### src/rtl/mmc_rd_return_buffer.sv
// Read-return buffer for one DFI channel: pairs each returning beat with the oldest issued
// read tag, buffers the tagged beats, and meters read-issue credit so the buffer never overflows.
module mmc_rd_return_buffer #(
    parameter int WORD_W    = 32,
    parameter int NUM_WORDS = 4,
    parameter int TAG_W     = 4,
    parameter int DEPTH     = 8,
    parameter int TIMEOUT   = 64
) (
    input  logic                          clk,
    input  logic                          reset_poweron,

    input  logic                          mmc__rbuf__rd_issue,
    input  logic [TAG_W-1:0]              mmc__rbuf__rd_tag,
    output logic                          rbuf__mmc__rd_ready,

    input  logic                          dfi__mmc__valid,
    input  logic [WORD_W*NUM_WORDS-1:0]   dfi__mmc__data,

    output logic                          rbuf__mrc__valid,
    output logic [TAG_W-1:0]              rbuf__mrc__tag,
    output logic [WORD_W*NUM_WORDS-1:0]   rbuf__mrc__data,
    input  logic                          mrc__rbuf__ready,

    output logic [$clog2(DEPTH):0]        rbuf__outstanding,
    output logic                          rbuf__err_orphan,
    output logic                          rbuf__err_overflow,
    output logic                          rbuf__err_timeout
);

    localparam int DATA_W  = WORD_W * NUM_WORDS;
    localparam int ENTRY_W = TAG_W + DATA_W;
    localparam int PTR_W   = $clog2(DEPTH);
    localparam int CNT_W   = PTR_W + 1;
    localparam int TMO_W   = $clog2(TIMEOUT + 1);

    localparam logic [CNT_W-1:0] DEPTH_C   = CNT_W'(DEPTH);
    localparam logic [TMO_W-1:0] TIMEOUT_C = TMO_W'(TIMEOUT);

    // Tag FIFO state
    logic [TAG_W-1:0]   tag_mem_q [DEPTH];
    logic [PTR_W-1:0]   tag_wr_ptr_q, tag_wr_ptr_d;
    logic [PTR_W-1:0]   tag_rd_ptr_q, tag_rd_ptr_d;
    logic [CNT_W-1:0]   tag_cnt_q,    tag_cnt_d;

    // Data FIFO state
    logic [ENTRY_W-1:0] data_mem_q [DEPTH];
    logic [PTR_W-1:0]   data_wr_ptr_q, data_wr_ptr_d;
    logic [PTR_W-1:0]   data_rd_ptr_q, data_rd_ptr_d;
    logic [CNT_W-1:0]   data_cnt_q,    data_cnt_d;

    // Timeout and sticky error state
    logic [TMO_W-1:0]   tmo_cnt_q, tmo_cnt_d;
    logic               err_orphan_q,   err_orphan_d;
    logic               err_overflow_q, err_overflow_d;
    logic               err_timeout_q,  err_timeout_d;

    // Per-cycle control
    logic [CNT_W:0]     credit_sum;
    logic               rd_ready;
    logic               tag_push;
    logic               tag_avail;
    logic               tag_pop;
    logic [TAG_W-1:0]   ret_tag;
    logic               data_full;
    logic               out_valid;
    logic               data_pop;
    logic               data_push;
    logic [ENTRY_W-1:0] head_entry;

    // Credit counts every read that still owns a slot, whether in flight or buffered.
    always_comb begin
        credit_sum = {1'b0, tag_cnt_q} + {1'b0, data_cnt_q};
        rd_ready   = credit_sum < {1'b0, DEPTH_C};
    end

    always_comb begin
        tag_push  = mmc__rbuf__rd_issue & rd_ready;
        tag_avail = (tag_cnt_q != '0);
        tag_pop   = dfi__mmc__valid & tag_avail;
        ret_tag   = tag_avail ? tag_mem_q[tag_rd_ptr_q] : '0;
    end

    // A full FIFO still accepts the return when the consumer frees a slot this cycle.
    always_comb begin
        data_full  = (data_cnt_q == DEPTH_C);
        out_valid  = (data_cnt_q != '0);
        data_pop   = out_valid & mrc__rbuf__ready;
        data_push  = dfi__mmc__valid & (~data_full | data_pop);
        head_entry = data_mem_q[data_rd_ptr_q];
    end

    always_comb begin
        tag_wr_ptr_d = tag_wr_ptr_q;
        tag_rd_ptr_d = tag_rd_ptr_q;
        tag_cnt_d    = tag_cnt_q;
        if (tag_push) begin
            tag_wr_ptr_d = tag_wr_ptr_q + 1'b1;
        end
        if (tag_pop) begin
            tag_rd_ptr_d = tag_rd_ptr_q + 1'b1;
        end
        case ({tag_push, tag_pop})
            2'b10:   tag_cnt_d = tag_cnt_q + 1'b1;
            2'b01:   tag_cnt_d = tag_cnt_q - 1'b1;
            default: tag_cnt_d = tag_cnt_q;
        endcase
    end

    always_comb begin
        data_wr_ptr_d = data_wr_ptr_q;
        data_rd_ptr_d = data_rd_ptr_q;
        data_cnt_d    = data_cnt_q;
        if (data_push) begin
            data_wr_ptr_d = data_wr_ptr_q + 1'b1;
        end
        if (data_pop) begin
            data_rd_ptr_d = data_rd_ptr_q + 1'b1;
        end
        case ({data_push, data_pop})
            2'b10:   data_cnt_d = data_cnt_q + 1'b1;
            2'b01:   data_cnt_d = data_cnt_q - 1'b1;
            default: data_cnt_d = data_cnt_q;
        endcase
    end

    // Age of the oldest outstanding read; any return restarts the measurement.
    always_comb begin
        if (!tag_avail || dfi__mmc__valid) begin
            tmo_cnt_d = '0;
        end else if (tmo_cnt_q == TIMEOUT_C) begin
            tmo_cnt_d = tmo_cnt_q;
        end else begin
            tmo_cnt_d = tmo_cnt_q + 1'b1;
        end
    end

    always_comb begin
        err_orphan_d   = err_orphan_q   | (dfi__mmc__valid & ~tag_avail);
        err_overflow_d = err_overflow_q | (dfi__mmc__valid & data_full & ~data_pop);
        err_timeout_d  = err_timeout_q  | (tmo_cnt_q == TIMEOUT_C);
    end

    always_ff @(posedge clk or posedge reset_poweron) begin
        if (reset_poweron) begin
            tag_wr_ptr_q   <= '0;
            tag_rd_ptr_q   <= '0;
            tag_cnt_q      <= '0;
            data_wr_ptr_q  <= '0;
            data_rd_ptr_q  <= '0;
            data_cnt_q     <= '0;
            tmo_cnt_q      <= '0;
            err_orphan_q   <= 1'b0;
            err_overflow_q <= 1'b0;
            err_timeout_q  <= 1'b0;
        end else begin
            tag_wr_ptr_q   <= tag_wr_ptr_d;
            tag_rd_ptr_q   <= tag_rd_ptr_d;
            tag_cnt_q      <= tag_cnt_d;
            data_wr_ptr_q  <= data_wr_ptr_d;
            data_rd_ptr_q  <= data_rd_ptr_d;
            data_cnt_q     <= data_cnt_d;
            tmo_cnt_q      <= tmo_cnt_d;
            err_orphan_q   <= err_orphan_d;
            err_overflow_q <= err_overflow_d;
            err_timeout_q  <= err_timeout_d;
        end
    end

    // Storage arrays need no reset: the pointers and counts define what is live.
    always_ff @(posedge clk) begin
        if (tag_push) begin
            tag_mem_q[tag_wr_ptr_q] <= mmc__rbuf__rd_tag;
        end
        if (data_push) begin
            data_mem_q[data_wr_ptr_q] <= {ret_tag, dfi__mmc__data};
        end
    end

    always_comb begin
        rbuf__mmc__rd_ready = rd_ready;
        rbuf__mrc__valid    = out_valid;
        rbuf__mrc__tag      = out_valid ? head_entry[ENTRY_W-1:DATA_W] : '0;
        rbuf__mrc__data     = out_valid ? head_entry[DATA_W-1:0]       : '0;
        rbuf__outstanding   = tag_cnt_q;
        rbuf__err_orphan    = err_orphan_q;
        rbuf__err_overflow  = err_overflow_q;
        rbuf__err_timeout   = err_timeout_q;
    end

    a_issue_needs_credit : assert property (
        @(posedge clk) disable iff (reset_poweron)
        mmc__rbuf__rd_issue |-> rbuf__mmc__rd_ready
    );

endmodule

### config.mk
export PLATFORM = sky130hd
export DESIGN_NAME = mmc_rd_return_buffer
export DESIGN_NICKNAME = d
export VERILOG_FILES = /design/src/rtl/mmc_rd_return_buffer.sv
export SDC_FILE = /design/constraint.sdc
export NUM_CORES = 1
export LEC_CHECK = 0
export ABC_AREA = 1
export CORE_UTILIZATION = 64
export CTS_CLUSTER_DIAMETER = 50
export CTS_CLUSTER_SIZE = 40
export DETAILED_ROUTE_END_ITERATION = 8
export GPL_TIMING_DRIVEN = 1
export HOLD_SLACK_MARGIN = 0.02
export PLACE_DENSITY_LB_ADDON = 0.1
export SYNTH_ARGS = -nofsm -noshare
export SYNTH_HDL_FRONTEND = slang
export SYNTH_SLANG_ARGS = --single-unit
export TNS_END_PERCENT = 20
### constraint.sdc
create_clock -name clk -period 17.7 [get_ports clk]
set_input_delay 3.54 -clock clk [delete_from_list [all_inputs] [get_ports clk]]
set_output_delay 3.54 -clock clk [all_outputs]
set_load 0.03 [all_outputs]
==> CHANGELOG.md <==
### Implementation results

* Outcome: finished clean
* WL final at 99,200 um
* Worst reg2reg setup slack at 14.51 ns
* Worst reg2reg path startpoint: data_cnt_q[3]
* Cell with the most instances after synthesis: edfxtp_1
* Flop share of the area at 65.9%
* Global-route wire length before repair at 152,000 um
* Gate Area at 9610 sq um
* Reg with most FFs: data_mem_q
* Chip width at 265 um
* Cell total in the yosys stat output at 3,425
* Tool warnings at 74
* Nonclk buf count at 298
* Yosys warnings at 0
* Number of global-route vias before repair at 27,503
* Final setup violating endpoints at 0
* P_comb at 3.87 mW
* Clock power frac at 23.1%
* Largest power group: combinational cells
* Most common reg cell: edfxtp_1
* Number of remaining DRC errors at 0
* Core Region at 67,800 sq um
* Critical path origin: data_rd_ptr_q[0]
* Synthesized area per cell at 12.9 sq um
* CP arrival at 5.11 ns
* Worst Max-Slew Pin Slew at 1.21 ns
* Top cell type's share of synthesized area at 74.0%
* Crit Reg-Reg Endpoint: data_cnt_q[3]
* Period utilization at 48.9%
* Maximum vdd ir drop at 0.000167 V
* Mi-comb count at 2,052
* Tot Pwr at 9.54 mW
* EDFF count, synth at 1,088
* Crit path cell chain: buf_4 > buf_4 > o21ai_0 > o211ai_1 > nand2_1 > nor2_1 > clkdlybuf4s50_1
* Register area at 33,400 sq um
* Ports at 278
* Switching Power at 3.85 mW
* Non-Filler Instances at 4,548
* Synth cell types at 31
* Initial antenna violation count at 18
* Sequential Power at 3.46 mW
* Pwr dens at 188 nW/um^2
* Chip Height at 265 um
* All-Layer GR Usage at 28.4%
* Clock buf/inv share at 6.63%
* Dpl cell area at 47,300 sq um
* Logic share of the area at 18.9%
* PortBufs at 277
* Worst path top cell family by delay: buffers and inverters
* Critical path class: reg2out
* Setup Buffers After CTS at 0
* Hold WS at 0.465 ns
* Seq cells at 1,118
cells by family (layout without fill, tap and decap cells):
logic type                 count (synthesis)  count (layout)  synth area share (%)
and+or+nand+nor                         1186            1186                  10.2
DFF                                     1118            1118                  75.7
AOI/OAI and AO/OA                        835             835                  10.7
buffers and inverters                    255             498                  2.70
adders and majority gates                 16              16                 0.470
xor gates and xnor gates                  15              15                 0.298
other                                      0               7                     0
layer usage:
layer | global-route usage (%) | vias up | wire length [um]
li1 | - | 12772 | -
met1 | 37.8 | 13910 | 39800
met2 | 47.6 | 1043 | 49400
met3 | 5.35 | 174 | 7540
met4 | 9.39 | 22 | 2290
met5 | 0 | - | 145
Figure 1. Clock nets.
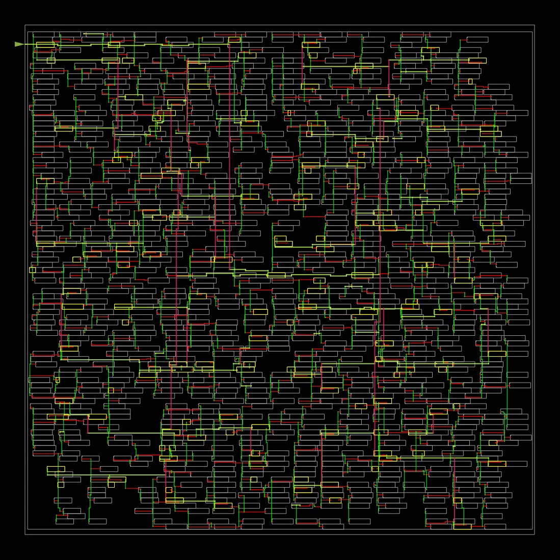
cts bufs inserted: 90
Clock Skew: 0.0284 ns
Clk Latency, worst-skew pair: 0.68 ns
clock net sink count: 1,118
# clk buffers: 92

Figure 2. I/O pins on the die edge.
The bar under the picture is 100 um long. Pins as bars across the die edge, other pins in gray.
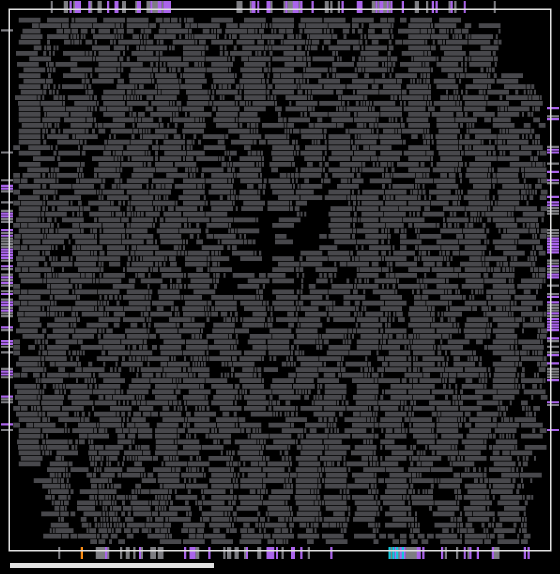
| port | color | pins | direction | edge |
|---|---|---|---|---|
| rbuf__err_orphan | orange | 1 | output | south |
| rbuf__mrc__data | purple | 128 | output | 42 north, 32 east, 30 south, 24 west |
| rbuf__mrc__tag | cyan | 4 | output | south |
all pins by edge: 84 north, 79 south, 60 east, 55 west

Figure 3. Close-up of the layout.
The bar under the picture is 20 um long. Window x 107 to 157, y 160 to 210 um. Cells in gray, sequential cells in the stronger gray; small squares are vias.
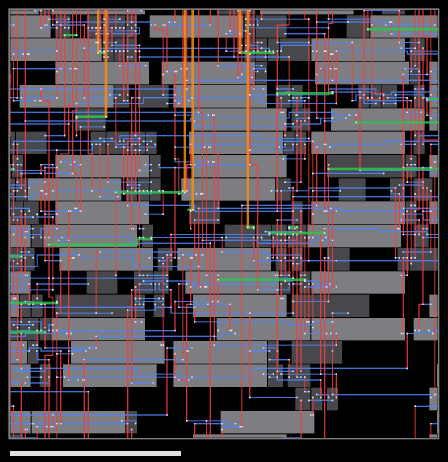
| layer | color |
|---|---|
| met3 | green |
| met1 | blue |
| met2 | red |
| met4 | orange |
sequential cells in the window: 35
cells with their middle in the window: 126
netlist names of flops here include: data_mem_q (35)
most frequent: nor2_1 (41), edfxtp_1 (35), o21ai_0 (20)

Power and IR drop assume default switching activity.
